**Run 1: routed metal, one colour a layer**

Bar = 20 um.
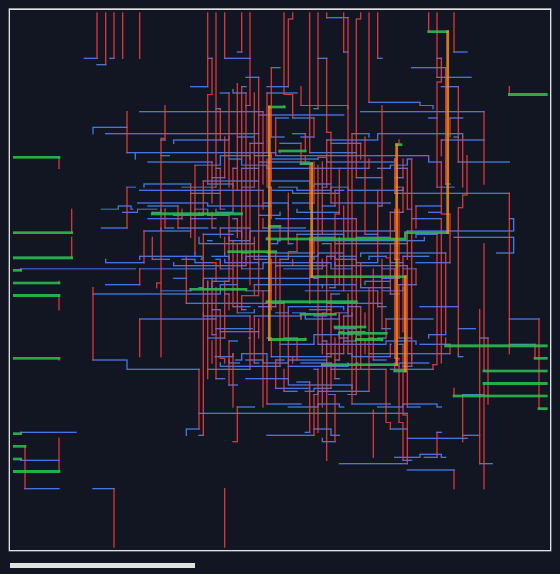
**Run 1: power grid**

Bar = 20 um. Pins as bars on the die edge.
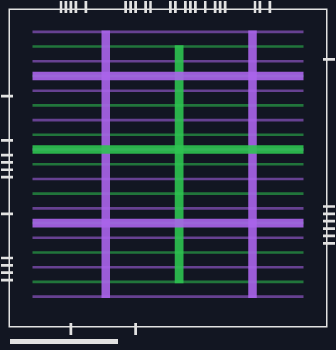
**Run 1: clock distribution**

Bar = 20 um.
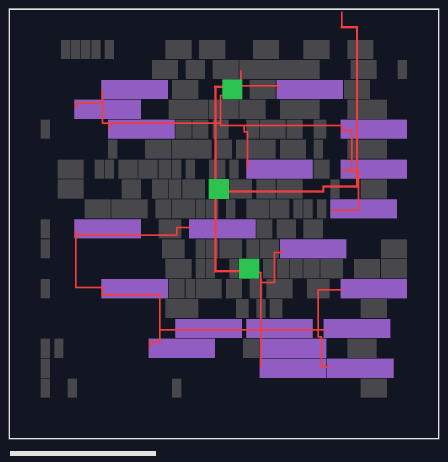
**Run 1: clock routing**

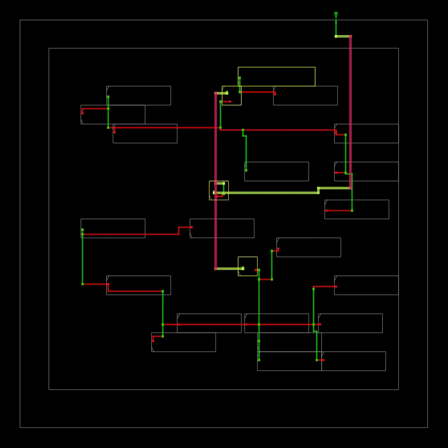
===== src/rtl/sat_formula_sequencer_if.sv =====
// Literal stream carrying a CNF formula into sat_formula_sequencer.
// The master drives the literals and the slave (the sequencer) drives lit_ready.
interface sat_formula_sequencer_if #(
    parameter int VAR_W = 5
);
    logic             lit_valid;
    logic             lit_ready;
    logic [VAR_W-1:0] lit_var;
    logic             lit_neg;
    logic             lit_eoc;
    logic             lit_eof;

    modport master (
        output lit_valid, lit_var, lit_neg, lit_eoc, lit_eof,
        input  lit_ready
    );

    modport slave (
        input  lit_valid, lit_var, lit_neg, lit_eoc, lit_eof,
        output lit_ready
    );
endinterface


===== src/rtl/sat_formula_sequencer.sv =====
// Streams CNF literals onto the SAT array command bus, inserts commit/clear steps
// and captures the array result. Macro SAT_SEQ_CLAUSE_CNT_EN enables clause_cnt.
module sat_formula_sequencer #(
    parameter int VAR_W   = 5,
    parameter int RES_LAT = 3
) (
    input  logic                   clk,
    input  logic                   resetN,
    input  logic                   start,
    input  logic                   abort,
    sat_formula_sequencer_if.slave lit,
    output logic [1:0]             stateVal,
    output logic [VAR_W-1:0]       varPos,
    output logic                   negCtrl,
    input  logic                   satRes,
    output logic                   busy,
    output logic                   done,
    output logic                   sat,
    output logic [15:0]            clause_cnt
);

    typedef enum logic [2:0] {
        IDLE,
        CLR_ALL,
        LOAD,
        COMMIT,
        CLR_CL,
        WAIT_RES,
        ABORT_CLR
    } state_t;

    localparam logic [1:0] CMD_RESET  = 2'b00;
    localparam logic [1:0] CMD_EVAL   = 2'b01;
    localparam logic [1:0] CMD_COMMIT = 2'b10;
    localparam logic [1:0] CMD_HOLD   = 2'b11;

    state_t     state;
    logic [3:0] wait_cnt;
    logic       last_clause;
    logic       handshake;

    assign handshake = lit.lit_valid & lit.lit_ready;

    // Commands are registered off each transition, so the CLR_ALL clear appears
    // in the first LOAD cycle and a literal can be accepted alongside it.
    always_ff @(posedge clk or negedge resetN) begin
        if (!resetN) begin
            state         <= IDLE;
            stateVal      <= CMD_RESET;
            varPos        <= '0;
            negCtrl       <= 1'b0;
            lit.lit_ready <= 1'b0;
            busy          <= 1'b0;
            done          <= 1'b0;
            sat           <= 1'b0;
            wait_cnt      <= 4'd0;
            last_clause   <= 1'b0;
        end else begin
            done <= 1'b0;
            if (abort && state != IDLE && state != ABORT_CLR) begin
                state         <= ABORT_CLR;
                stateVal      <= CMD_RESET;
                lit.lit_ready <= 1'b0;
            end else begin
                case (state)
                    IDLE: begin
                        stateVal <= CMD_HOLD;
                        if (start) begin
                            state <= CLR_ALL;
                            busy  <= 1'b1;
                        end
                    end
                    CLR_ALL: begin
                        stateVal      <= CMD_RESET;
                        state         <= LOAD;
                        lit.lit_ready <= 1'b1;
                    end
                    LOAD: begin
                        if (handshake) begin
                            stateVal <= CMD_EVAL;
                            varPos   <= lit.lit_var;
                            negCtrl  <= lit.lit_neg;
                            if (lit.lit_eoc) begin
                                state         <= COMMIT;
                                lit.lit_ready <= 1'b0;
                                last_clause   <= lit.lit_eof;
                            end
                        end else begin
                            stateVal <= CMD_HOLD;
                        end
                    end
                    COMMIT: begin
                        stateVal <= CMD_COMMIT;
                        wait_cnt <= 4'(RES_LAT - 1);
                        state    <= last_clause ? WAIT_RES : CLR_CL;
                    end
                    CLR_CL: begin
                        stateVal      <= CMD_HOLD;
                        state         <= LOAD;
                        lit.lit_ready <= 1'b1;
                    end
                    WAIT_RES: begin
                        stateVal <= CMD_HOLD;
                        if (wait_cnt == 4'd0) begin
                            sat   <= satRes;
                            done  <= 1'b1;
                            busy  <= 1'b0;
                            state <= IDLE;
                        end else begin
                            wait_cnt <= wait_cnt - 4'd1;
                        end
                    end
                    ABORT_CLR: begin
                        stateVal <= CMD_HOLD;
                        busy     <= 1'b0;
                        state    <= IDLE;
                    end
                    default: begin
                        stateVal      <= CMD_RESET;
                        lit.lit_ready <= 1'b0;
                        busy          <= 1'b0;
                        state         <= IDLE;
                    end
                endcase
            end
        end
    end

`ifdef SAT_SEQ_CLAUSE_CNT_EN
    // Counts completed commits only; an abort in COMMIT suppresses the count.
    always_ff @(posedge clk or negedge resetN) begin
        if (!resetN) begin
            clause_cnt <= 16'd0;
        end else if (state == CLR_ALL) begin
            clause_cnt <= 16'd0;
        end else if (state == COMMIT && !abort && clause_cnt != 16'hFFFF) begin
            clause_cnt <= clause_cnt + 16'd1;
        end
    end
`else
    assign clause_cnt = 16'd0;
`endif

endmodule


===== src/flat_wrapper.sv =====
// flat-port wrapper written by rule: the top's interface ports become plain ports
module sat_formula_sequencer_flat 
#(
    parameter int VAR_W   = 5,
    parameter int RES_LAT = 3
)
  (clk, resetN, start, abort, stateVal, varPos, negCtrl, satRes, busy, done, sat, clause_cnt, lit_lit_valid, lit_lit_var, lit_lit_neg, lit_lit_eoc, lit_lit_eof, lit_lit_ready);
  sat_formula_sequencer_if #(.VAR_W(VAR_W)) lit_i ();
  input  logic clk;
  input  logic resetN;
  input  logic start;
  input  logic abort;
  output logic [1:0] stateVal;
  output logic [VAR_W-1:0] varPos;
  output logic negCtrl;
  input  logic satRes;
  output logic busy;
  output logic done;
  output logic sat;
  output logic [15:0] clause_cnt;
  input wire logic [$bits(lit_i.lit_valid)-1:0] lit_lit_valid;
  input wire logic [$bits(lit_i.lit_var)-1:0] lit_lit_var;
  input wire logic [$bits(lit_i.lit_neg)-1:0] lit_lit_neg;
  input wire logic [$bits(lit_i.lit_eoc)-1:0] lit_lit_eoc;
  input wire logic [$bits(lit_i.lit_eof)-1:0] lit_lit_eof;
  output wire logic [$bits(lit_i.lit_ready)-1:0] lit_lit_ready;
  assign lit_i.lit_valid = lit_lit_valid;
  assign lit_i.lit_var = lit_lit_var;
  assign lit_i.lit_neg = lit_lit_neg;
  assign lit_i.lit_eoc = lit_lit_eoc;
  assign lit_i.lit_eof = lit_lit_eof;
  assign lit_lit_ready = lit_i.lit_ready;
  sat_formula_sequencer #(.VAR_W(VAR_W), .RES_LAT(RES_LAT)) u_core (.clk(clk), .resetN(resetN), .start(start), .abort(abort), .lit(lit_i), .stateVal(stateVal), .varPos(varPos), .negCtrl(negCtrl), .satRes(satRes), .busy(busy), .done(done), .sat(sat), .clause_cnt(clause_cnt));
endmodule

===== config.mk =====
export PLATFORM = sky130hd
export DESIGN_NAME = sat_formula_sequencer_flat
export DESIGN_NICKNAME = d
export VERILOG_FILES = /design/src/rtl/sat_formula_sequencer_if.sv /design/src/rtl/sat_formula_sequencer.sv /design/src/flat_wrapper.sv
export SDC_FILE = /design/constraint.sdc
export NUM_CORES = 1
export LEC_CHECK = 0
export CAP_MARGIN = 10
export CORE_MARGIN = 4
export CORE_UTILIZATION = 47
export DETAILED_ROUTE_END_ITERATION = 8
export PLACE_DENSITY = 0.84
export SETUP_SLACK_MARGIN = 0.1
export SLEW_MARGIN = 20
export SYNTH_ARGS = -nofsm -noshare
export SYNTH_HDL_FRONTEND = slang
export SYNTH_SLANG_ARGS = --single-unit

===== constraint.sdc =====
create_clock -name clk -period 5.2 [get_ports clk]
set_clock_uncertainty 0.1 [all_clocks]
set_input_delay 0.52 -clock clk [delete_from_list [all_inputs] [get_ports clk]]
set_output_delay 0.52 -clock clk [all_outputs]
set_load 0.005 [all_outputs]

==> impl_metrics.env, run 1 <==
# flow metrics
export IMPL_p_leak_nw=0.6642
export IMPL_r2r_cells=4
export IMPL_drv_cap=0
export IMPL_cp_end_kind="flop"
export IMPL_ir_drop_v=0.0002765
export IMPL_worst_hold_path_type="flop to flop"
export IMPL_finalCritPeriodShare=0.4507
export IMPL_fin_tns_setup_ps=0
export IMPL_intPower_uw=506.0
export IMPL_ys_sh_xor=0
export IMPL_grt_max_degree=24
export IMPL_worst_setup_path_start_kind="input pin"
export IMPL_cts_buffer_depth=2
export IMPL_grtUsageMet3=0.02632
export IMPL_r2r_start="u_core.state[1]"
export IMPL_die_h_um=58.45
export IMPL_synth_warnings=0
export IMPL_grt_first_pass_wirelength_um=4312
export IMPL_initial_core_util=0.4873
export IMPL_tap_cells=30
export IMPL_drive_gt1_frac=0.1056
export IMPL_cp_startpoint="abort"
export IMPL_p_per_area_nw_per_um2=555.6
export IMPL_synthMuxAreaShare=0.1025
export IMPL_clock_fmax_mhz=426.7
export IMPL_seq_share=0.3475
export IMPL_r2r_end="u_core.last_clause"
export IMPL_slew_headroom=0.4059
export IMPL_critPathBufInv=1
export IMPL_warnings=26
export IMPL_grt_pass1_vias=916
export IMPL_buffers=25
export IMPL_comb_cells=88
export IMPL_grtUsageMet1=0.2071
export IMPL_post_cts_buffers=0
export IMPL_timing_hold_violations_final=0
export IMPL_logic_area_um2=580.6
export IMPL_p_switching_uw=294.2
export IMPL_ctsResizeCount=0
export IMPL_nNetsFinal=158
export IMPL_drv_slew=0
export IMPL_path_class="input pin to flop"
export IMPL_via_per_inst=5.500
export IMPL_cp_endpoint="u_core.last_clause"
export IMPL_outcome="complete, no violations"
export IMPL_largest_class="logic gates"
export IMPL_wl_met3_um=177
export IMPL_antenna_left=0
export IMPL_clock_buffers=3
export IMPL_clk_share=0.03649
export IMPL_rsz0062_at_grt="no"
export IMPL_path_cells="clkdlybuf4s50_1 -> or4_1 -> nor2_2 -> mux2_1"
export IMPL_ys_sh_aoi=0.1517
export IMPL_p_comb_frac=0.433
export IMPL_pg_seq_uw=323
export IMPL_io_pins=42
export IMPL_arrival_ps=2450
export IMPL_rows=18
export IMPL_synthToLayoutAreaGrowth_pct=20.40
export IMPL_regMostFlops="u_core.varPos"
export IMPL_core_area_um2=2455
export IMPL_antenna_found_initial=0
export IMPL_wl_met1_um=1143
export IMPL_top_regs="u_core.varPos (5), u_core.wait_cnt (4), u_core.state (3)"
export IMPL_synth_distinct_cells=43
export IMPL_post_dp_cell_area_um2=1388
export IMPL_cp_required_ps=5310
export IMPL_path_delay_family="simple AND/OR/NAND/NOR gates"
export IMPL_power_leader="combinational cells"
export IMPL_cp_max_fo=12
export IMPL_dr_pass1_iters=4
export IMPL_gp_congestion=0.7776
export IMPL_cts_buffers=3
export IMPL_port_buffers=25
About 'routed metal, one colour a layer':
[met4] orange | wire length: 93.2 um
[met3] green | wire length: 178 um
[met1] blue | wire length: 1140 um
[met2] red | wire length: 1380 um
Avg WL per Cell: 16.23 um
vias after detailed routing: 946
detailed-route wire length: 2792 um
All-Layer GR Usage: 0.1672

About 'power grid':
[VSS] purple
[VDD] green
rows: 18
signal pins: 42

About 'clock distribution':
[clock wires] red | length: 265 um
[cells driving clock nets] green | count: 3
[flip-flops] purple | count: 20
routed clock nets: 4
Power Clock: 130 uW
clock share of power: 0.163
clk latency late pin: 310 ps

About 'clock routing':
Seq cells: 20
clock sink count: 20

==> run 1: cells in the final DEF (no fill, tap or decap), types with 2 or more instances in the layout <==
| cell type | Yosys | layout |
|---|---|---|
| a21oi_1 | 7 | 7 |
| nor2_1 | 9 | 9 |
| inv_1 | 5 | 5 |
| clkbuf_4 | 0 | 3 |
| dfrtp_1 | 20 | 20 |
| o221ai_1 | 2 | 2 |
| o21ai_0 | 4 | 4 |
| a21o_1 | 2 | 2 |
| conb_1 | 1 | 16 |
| nor2b_1 | 4 | 4 |
| nand2b_1 | 3 | 3 |
| nor3b_1 | 2 | 2 |
| o22ai_1 | 2 | 2 |
| mux2_4 | 6 | 6 |
| clkdlybuf4s50_1 | 0 | 25 |
| nor4_1 | 2 | 2 |
| nand2_1 | 5 | 5 |
==> run 1: worst min path at each step <==
stage                     start                to
5_1_grt        u_core.varPos[1]  u_core.varPos[1]
3_5_place_dp     u_core.negCtrl    u_core.negCtrl
3_3_place_gp         u_core.sat        u_core.sat
6_report         u_core.negCtrl    u_core.negCtrl
2_1_floorplan            resetN       u_core.busy
4_1_cts        u_core.varPos[1]  u_core.varPos[1]
==> run 1: Yosys cell counts (all sizes together), types with 3 or more instances <==
cell type | instances | area share
clkbuf | 3 | 0.0094
nand2b | 4 | 0.027
inv | 5 | 0.016
nand2 | 5 | 0.016
mux2 | 8 | 0.094
nor2b | 4 | 0.021
dfrtp | 20 | 0.42
o21ai | 4 | 0.017
nor2 | 10 | 0.033
a21oi | 7 | 0.029
buf | 19 | 0.12
==> run 1: stage by stage <==
step	std cells	setup WS, ps	power [mW]	util
after floorplan	135	3379	0.5256	-
final	172	2856	0.8001	0.5866
after global placement	168	2629	0.6360	0.5652
after CTS	172	2887	0.7956	0.5866
after detailed placement	168	2546	0.6625	0.5652
after global routing	172	2803	0.8480	0.5866
--- run 2 (diff from run 1) ---
--- a/config.mk
+++ b/config.mk
@@ -7,9 +7,9 @@
 export LEC_CHECK = 0
 export CAP_MARGIN = 10
 export CORE_MARGIN = 4
-export CORE_UTILIZATION = 47
+export CORE_UTILIZATION = 40
 export DETAILED_ROUTE_END_ITERATION = 8
-export PLACE_DENSITY = 0.84
+export PLACE_DENSITY = 0.76
 export SETUP_SLACK_MARGIN = 0.1
 export SLEW_MARGIN = 20
 export SYNTH_ARGS = -nofsm -noshare
==> constraint.sdc (replaced) <==
create_clock -name clk -period 2.13 [get_ports clk]
set_clock_uncertainty 0.1 [all_clocks]
set_input_delay 0.213 -clock clk [delete_from_list [all_inputs] [get_ports clk]]
set_output_delay 0.213 -clock clk [all_outputs]
set_load 0.005 [all_outputs]
==> run 2 against run 1 <==
Net effect: core utilization fell by 6.0 points; die size rose by 15%; register-to-register slack got worse by 2600 ps; largest cell class unchanged.
==> impl_metrics.env, run 2 <==
# flow metrics
export IMPL_outcome="complete, no violations"
export IMPL_wl_met1_um=1137
export IMPL_cp_endpoint="u_core.wait_cnt[1]"
export IMPL_yosys_top_cells_count="dfrtp_1 (20), buf_4 (16), nor2_1 (9)"
export IMPL_antenna_left=0
export IMPL_dieWidth_um=62.69
export IMPL_cp_required_ps=2260
export IMPL_whs_ps=135.8
export IMPL_io_pins=42
export IMPL_post_dp_cell_area_um2=1441
export IMPL_worst_hold_path_type="input pin to async pin"
export IMPL_grt_max_degree=22
export IMPL_antenna_found_initial=0
export IMPL_top_area_frac=0.4184
export IMPL_cp_end_kind="flop"
export IMPL_p_comb_frac=0.518
export IMPL_yosys_cell_count_top_type="dfrtp_1"
export IMPL_wirelength_um=2458
export IMPL_timing_hold_violations_final=0
export IMPL_switching_share=0.3585
export IMPL_pwr_share_seq=0.363
export IMPL_highest_layer="met4"
export IMPL_cts_tree="done"
export IMPL_gp_congestion=0.8312
export IMPL_synth_stat_cells=120
export IMPL_r2r_start="u_core.wait_cnt[0]"
export IMPL_cts_buffer_depth=2
export IMPL_ir_drop_v=0.0004938
export IMPL_top_regs="u_core.varPos (5), u_core.wait_cnt (4), u_core.state (3)"
export IMPL_synth_warnings=0
export IMPL_ff_type="dfrtp_1"
export IMPL_drv_slew=0
export IMPL_logic_area_um2=580.6
export IMPL_clk_root_buffer_cell="clkbuf_4"
export IMPL_cp_startpoint="u_core.wait_cnt[0]"
export IMPL_synthMuxAreaShare=0.1025
export IMPL_clkPwrFrac=0.119
export IMPL_synth_distinct_cells=43
export IMPL_regMostFlops="u_core.varPos"
export IMPL_synthToLayoutAreaGrowth_pct=23.54
export IMPL_yosysChipArea_um2=1196
export IMPL_h_tree_depth=1
export IMPL_largest_area_cell="dfrtp_1"
export IMPL_finalCritPeriodShare=0.8555
export IMPL_dr_pass1_iters=5
export IMPL_wl_met3_um=174
export IMPL_fin_tns_setup_ps=0
export IMPL_final_common_cell="clkdlybuf4s50_1"
export IMPL_cts_buffers=3
export IMPL_ctsResizeCount=0
export IMPL_die_h_um=62.69
export IMPL_placed_cells=176
export IMPL_syn_avg_cell_area_um2=9.968
export IMPL_dp_hpwl_um=1858
export IMPL_gr_total_overflow=0
export IMPL_r2r_end="u_core.wait_cnt[1]"
export IMPL_ys_sh_aoi=0.1517
export IMPL_path_class="flop to flop"
export IMPL_drt_iter0_markers=31
export IMPL_p_switching_uw=663.6
export IMPL_ys_ff=20
export IMPL_r2r_setup_slack_ps=310
export IMPL_vias=948
export IMPL_chip_area_um2=3929
export IMPL_warnings=26
export IMPL_ys_seq_share=0.4184
export IMPL_cts_hold_buf=0
export IMPL_clock_fmax_mhz=548.8
export IMPL_via_per_inst=5.267
export IMPL_drc=0
export IMPL_ys_top_logic_family="simple AND/OR/NAND/NOR gates"
export IMPL_wl_per_cell_um=13.66
export IMPL_post_cts_buffers=0
export IMPL_rsz0062_at_grt="no"
export IMPL_layout_top_cells="clkdlybuf4s50_1 (25), dfrtp_1 (20), conb_1 (16), nor2_1 (9)"
export IMPL_wl_met2_um=1103
export IMPL_p_per_area_nw_per_um2=1253
export IMPL_clock_latency_ps=300
export IMPL_syn_inst=120
export IMPL_grt_use_total=0.1265
export IMPL_largest_register_ffs=5
export IMPL_initial_core_util=0.4264
export IMPL_worst_setup_path_start_kind="flop"
export IMPL_drv_cap=0
export IMPL_p_leak_nw=0.6915
export IMPL_pre_cts_ws_ps=110.7
export IMPL_grt_first_pass_wirelength_um=4015
export IMPL_r2r_cells=7
export IMPL_drive_gt1_frac=0.1477
export IMPL_nNetsFinal=165
export IMPL_fin_ws_ps=307.7
export IMPL_intPower_mw=1.187
export IMPL_ys_sh_xor=0
export IMPL_grt_pass1_vias=869
export IMPL_arrival_ps=1960
export IMPL_synth_area_um2=1196
export IMPL_topCellsByArea="dfrtp_1 (42%), buf_4 (10%), mux2_4 (7.5%)"
export IMPL_power_mw=1.851
export IMPL_path_clk_slew_ps=110
export IMPL_clkSinkCount=20
export IMPL_port_buffers=25
export IMPL_regArea_um2=500.5
export IMPL_cp_max_fo=5
export IMPL_finalNonFillerCells=180
export IMPL_fillCellCount=272
## run 2: cell count changes in the layout (fill, tap and decap cells not counted), sizes merged
| cell | change |
|---|---|
| bufinv | -1 |
| buf | +7 |
| clkbuf | +1 |
## run 2: worst min-delay path by stage
| stage | start | endpoint | slack (ps) | cells after the start |
|---|---|---|---|---|
| 6_report | resetN | u_core.done | 140 | 2 |
| 5_1_grt | resetN | u_core.done | 140 | 2 |
| 4_1_cts | resetN | u_core.done | 140 | 2 |
| 3_5_place_dp | u_core.negCtrl | u_core.negCtrl | 400 | 1 |
| 3_3_place_gp | u_core.last_clause | u_core.last_clause | 380 | 1 |
| 2_1_floorplan | resetN | u_core.busy | -180 | 0 |
## run 2: power groups by stage
| stage | sequential [mW] | clock (mW) | combinational (mW) |
|---|---|---|---|
| after detailed placement | 0.678 | 0 | 0.958 |
| after CTS | 0.670 | 0.231 | 0.964 |
| after global placement | 0.673 | 0 | 0.920 |
| after floorplan | 0.671 | 0 | 0.612 |
| after global routing | 0.689 | 0.252 | 1.07 |
| final | 0.672 | 0.220 | 0.960 |
## run 2: per-layer routing
layer / vias to the layer above / track usage
met5: - / 0
met3: 4 / 0.02338
met4: 0 / 0.05785
met2: 46 / 0.1997
met1: 450 / 0.1672
li1: 448 / -
## run 2: critical path, stage by stage (launching register included)
cell and delay, ps:
dfrtp_1 390, inv_1 120, ha_1 250, nor3b_1 280, buf_4 180, nor3_1 70
a22o_1 210, a2bb2oi_1 160
## run 2: cell type report
cell class,instances,area share
clock buffer,4,0.02456
inverter,5,0.01270
timing repair buffer,32,0.2049
tap,31,0.02625
sequential,20,0.3387
multi-input combinational,88,0.3929
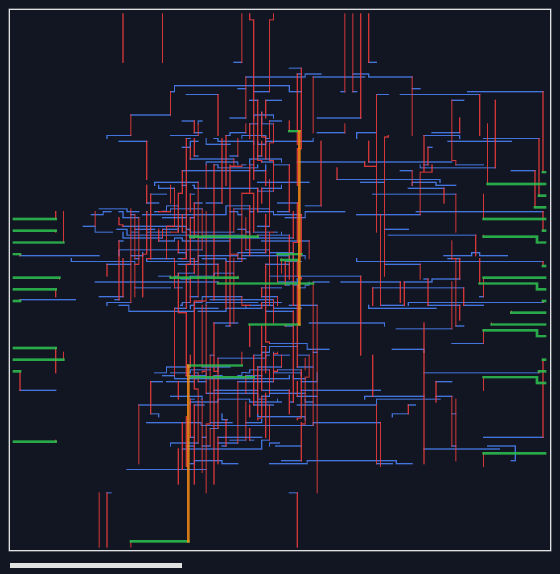
**Above:** run 2 (routed metal, one colour a layer).
Bar = 20 um.
[met1] blue | wire length: 1140 um
[met2] red | wire length: 1100 um
[met3] green | wire length: 175 um
[met4] orange | wire length: 42.8 um

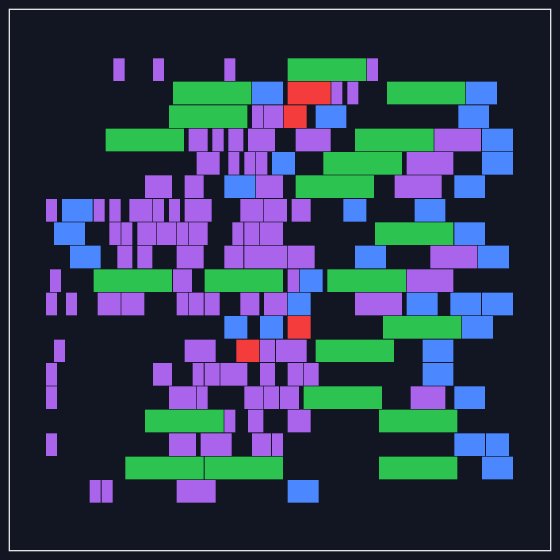
**Above:** run 2 (cell classes on the final placement).
[flip-flops] green | cells: 20 | share of their area: 35%
[all other logic] purple | cells: 93 | share of their area: 42%
[clock drivers and dummy loads] red | cells: 4 | share of their area: 2.5%
[other buffers and delay cells] blue | cells: 32 | share of their area: 21%
Core ar.: 2805 um2
post-layout instance area: 1478 um2
final core area utilization: 0.5268
flop share of the area: 0.3387
# rows: 19

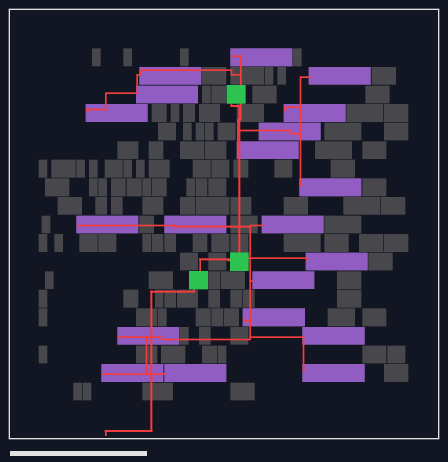
**Above:** run 2 (clock distribution).
Bar = 20 um.
[cells driving clock nets] green | count: 3
[flip-flops] purple | count: 20
[clock wires] red | length: 247 um
routed clock nets: 4

--- run 3 (diff from run 2) ---
--- a/config.mk
+++ b/config.mk
@@ -6,10 +6,10 @@
 export NUM_CORES = 1
 export LEC_CHECK = 0
 export CAP_MARGIN = 10
-export CORE_MARGIN = 4
-export CORE_UTILIZATION = 40
+export CORE_MARGIN = 2
+export CORE_UTILIZATION = 30
 export DETAILED_ROUTE_END_ITERATION = 8
-export PLACE_DENSITY = 0.76
+export PLACE_DENSITY = 0.6
 export SETUP_SLACK_MARGIN = 0.1
 export SLEW_MARGIN = 20
 export SYNTH_ARGS = -nofsm -noshare
==> run 3 against run 2 <==
Net effect: die size is 15% higher; count of clock-buffer cells in the layout stayed put; area after synthesis stayed put; cell count is 9.4% higher; sequential share of layout area is 0.89 points lower; first-iteration DRC count is 58% lower; design area is 2.7% higher; routed wire length is 2.7% lower; critical path type unchanged; largest cell class unchanged.
==> impl_metrics.env, run 3 <==
# flow metrics
export IMPL_grtUsageMet3=0.02667
export IMPL_ys_seq_share=0.4184
export IMPL_ys_ff=20
export IMPL_topCellsByArea="dfrtp_1 (42%), buf_4 (10%), mux2_4 (7.5%)"
export IMPL_drc=0
export IMPL_async_flop_share=1.000
export IMPL_path_clk_slew_ps=70
export IMPL_p_leak_nw=0.6992
export IMPL_h_tree_depth=1
export IMPL_post_cts_buffers=0
export IMPL_cts_hold_buf=0
export IMPL_drv_slew=0
export IMPL_drive_gt1_frac=0.1477
export IMPL_worst_hold_path_type="input pin to async pin"
export IMPL_fin_tns_setup_ps=0
export IMPL_clkPwrFrac=0.149
export IMPL_path_cells="inv_1 -> ha_1 -> nor3b_1 -> buf_4 -> nor3_1 -> a22o_1 -> a2bb2oi_1"
export IMPL_switching_share=0.3446
export IMPL_yosysChipArea_um2=1196
export IMPL_outcome="complete, no violations"
export IMPL_antenna_left=0
export IMPL_layout_top_cells="clkdlybuf4s50_1 (25), dfrtp_1 (20), conb_1 (16), nor2_1 (9)"
export IMPL_p_comb_frac=0.506
export IMPL_chip_area_um2=4508
export IMPL_grt_pass1_vias=837
export IMPL_clock_latency_ps=260
export IMPL_synth_area_um2=1196
export IMPL_pwr_share_seq=0.345
export IMPL_ff_type="dfrtp_1"
export IMPL_clk_root_buffer_cell="clkbuf_8"
export IMPL_grtUsageMet1=0.1405
export IMPL_synth_stat_cells=120
export IMPL_largest_register_ffs=5
export IMPL_rsz0062_at_grt="no"
export IMPL_port_buffers=25
export IMPL_top_regs="u_core.varPos (5), u_core.wait_cnt (4), u_core.state (3)"
export IMPL_comb_cell_power_uw=964
export IMPL_p_per_area_nw_per_um2=1256
export IMPL_synth_warnings=0
export IMPL_syn_inst=120
export IMPL_critPathBufInv=2
export IMPL_final_common_cell="clkdlybuf4s50_1"
export IMPL_yosys_cell_count_top_type="dfrtp_1"
export IMPL_nNetsFinal=165
export IMPL_pg_clk_uw=284
export IMPL_clock_fmax_mhz=568.8
export IMPL_path_delay_family="simple AND/OR/NAND/NOR gates"
export IMPL_via_per_inst=4.619
export IMPL_grt_max_degree=23
export IMPL_drt_iter0_markers=13
export IMPL_use_met2=0.1795
export IMPL_warnings=26
export IMPL_edf_count=0
export IMPL_initial_core_util=0.3195
export IMPL_syn_avg_cell_area_um2=9.968
export IMPL_path_class="flop to flop"
export IMPL_grt_first_pass_wirelength_um=3822
export IMPL_synth_distinct_cells=43
export IMPL_largest_area_cell="dfrtp_1"
export IMPL_cts_buffer_depth=2
export IMPL_finalCritPeriodShare=0.8254
export IMPL_worst_setup_path_start_kind="flop"
export IMPL_cp_max_fo=5
export IMPL_arrival_ps=1800
export IMPL_wl_met1_um=1085
export IMPL_insertedDiodeCount=0
export IMPL_gp_congestion=0.7333
export IMPL_wl_met3_um=154
export IMPL_drv_cap=0
export IMPL_cts_buffers=3
export IMPL_dp_hpwl_um=1776
export IMPL_antenna_found_initial=0
export IMPL_cpMaxStageDelayCell="dfrtp_1"
export IMPL_pg_seq_uw=658
export IMPL_max_stage_delay_ps=340
export IMPL_timing_hold_violations_final=0
export IMPL_setup_viol=0
export IMPL_clkSinkCount=20
export IMPL_post_dp_cell_area_um2=1463
export IMPL_power_leader="combinational cells"
export IMPL_synthToLayoutAreaGrowth_pct=26.88
export IMPL_wl_met2_um=1117
export IMPL_io_pins=42
export IMPL_ctsResizeCount=0
export IMPL_cp_end_kind="flop"
export IMPL_yosys_top_cells_count="dfrtp_1 (20), buf_4 (16), nor2_1 (9)"
export IMPL_cp_required_ps=2170
export IMPL_regMostFlops="u_core.varPos"
export IMPL_gr_total_overflow=0
export IMPL_globalRoute_busiestLayer="met2"
export IMPL_intPower_mw=1.249
export IMPL_p_switching_uw=657.0
export IMPL_cts_tree="done"
export IMPL_top_area_frac=0.4184
export IMPL_min_period_ps=1758
export IMPL_dr_pass1_iters=4
export IMPL_highest_layer="met4"
run 3: cell count changes in the layout (fill, tap and decap cells not counted):
| cell | change |
|---|---|
| clkbuf_4 | -3 |
| clkbuf_8 | +3 |
run 3: stage by stage:
step                hold slack (ps)  utilization  std cells  setup slack, ps  power [mW]
finish                        200.2       0.4054        197            371.9       1.906
global route                  209.2       0.4054        197            217.6       2.075
CTS                           204.8       0.4054        197            368.4       1.929
detailed placement            396.1       0.3907        193            135.1       1.633
global placement              390.3       0.3907        193            143.6       1.602
floorplan                    -182.6            -        135            399.8       1.283
run 3: final timing paths:
kind                                    start                    to  slack (ps)  cells after the start
max in group asynchronous              resetN  u_core.lit.lit_ready        1520                      2
min reg2reg                  u_core.varPos[0]      u_core.varPos[0]         410                      1
min                                    resetN    u_core.wait_cnt[2]         200                      2
max reg2reg                u_core.wait_cnt[0]    u_core.wait_cnt[1]         370                      7
min in group clk             u_core.varPos[0]      u_core.varPos[0]         410                      1
max                        u_core.wait_cnt[0]    u_core.wait_cnt[1]         370                      7
run 3: area by class of cell:
class / count / area, um2
well taps: 48 / 60.06
clock buffers: 4 / 55.05
multi-input cells: 88 / 580.6
flip-flops and latches: 20 / 500.5
repair buffers: 32 / 302.8
inverters: 5 / 18.77
fillers: 391 / 2226
run 3: cells by family (layout without fill, tap and decap cells):
| group | Yosys count | after routing | share of synthesized area |
|---|---|---|---|
| buffers and inverters | 27 | 41 | 0.1433 |
| and+or+nand+nor | 35 | 35 | 0.1705 |
| other | 1 | 16 | 0.003135 |
| DFF | 20 | 20 | 0.4184 |
| muxes | 9 | 9 | 0.1025 |
| AOI/OAI and AO/OA | 27 | 27 | 0.1517 |
| adders and majority gates | 1 | 1 | 0.01046 |
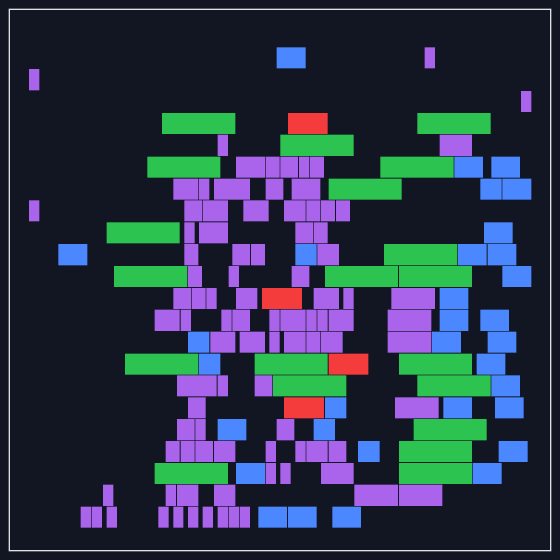
**Above:** run 3 (cell classes on the final placement).
[clock drivers and dummy loads] red | cells: 4 | share of their area: 3.8%
[all other logic] purple | cells: 93 | share of their area: 41%
[other buffers and delay cells] blue | cells: 32 | share of their area: 21%
[flip-flops] green | cells: 20 | share of their area: 34%
post-layout instance area: 1518 um2
final core area utilization: 0.4054
Core ar.: 3744 um2
# rows: 22

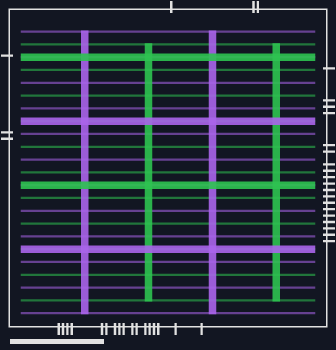
**Above:** run 3 (power grid).
Bar = 20 um. Pins as bars on the die edge.
[VSS] purple
[VDD] green
signal pins: 42
met5 straps: 4
met4 straps: 4
VDD IR max: 0.0003977 V
Die X: 67.15 um
Die Ht: 67.15 um

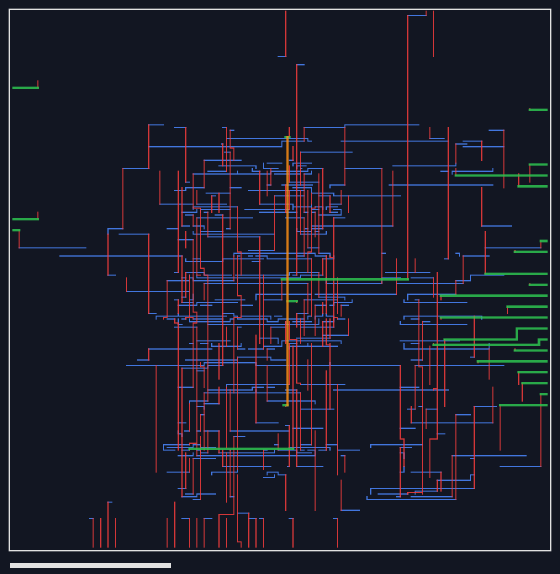
**Above:** run 3 (routed metal, one colour a layer).
Bar = 20 um.
[met4] orange | wire length: 33.3 um
[met3] green | wire length: 155 um
[met2] red | wire length: 1120 um
[met1] blue | wire length: 1090 um
vias after detailed routing: 910
Avg WL per Cell: 12.14 um
detailed-route wire length: 2391 um
All-Layer GR Usage: 0.1137

Power figures rest on the tool's default switching activity, not on a simulated workload.
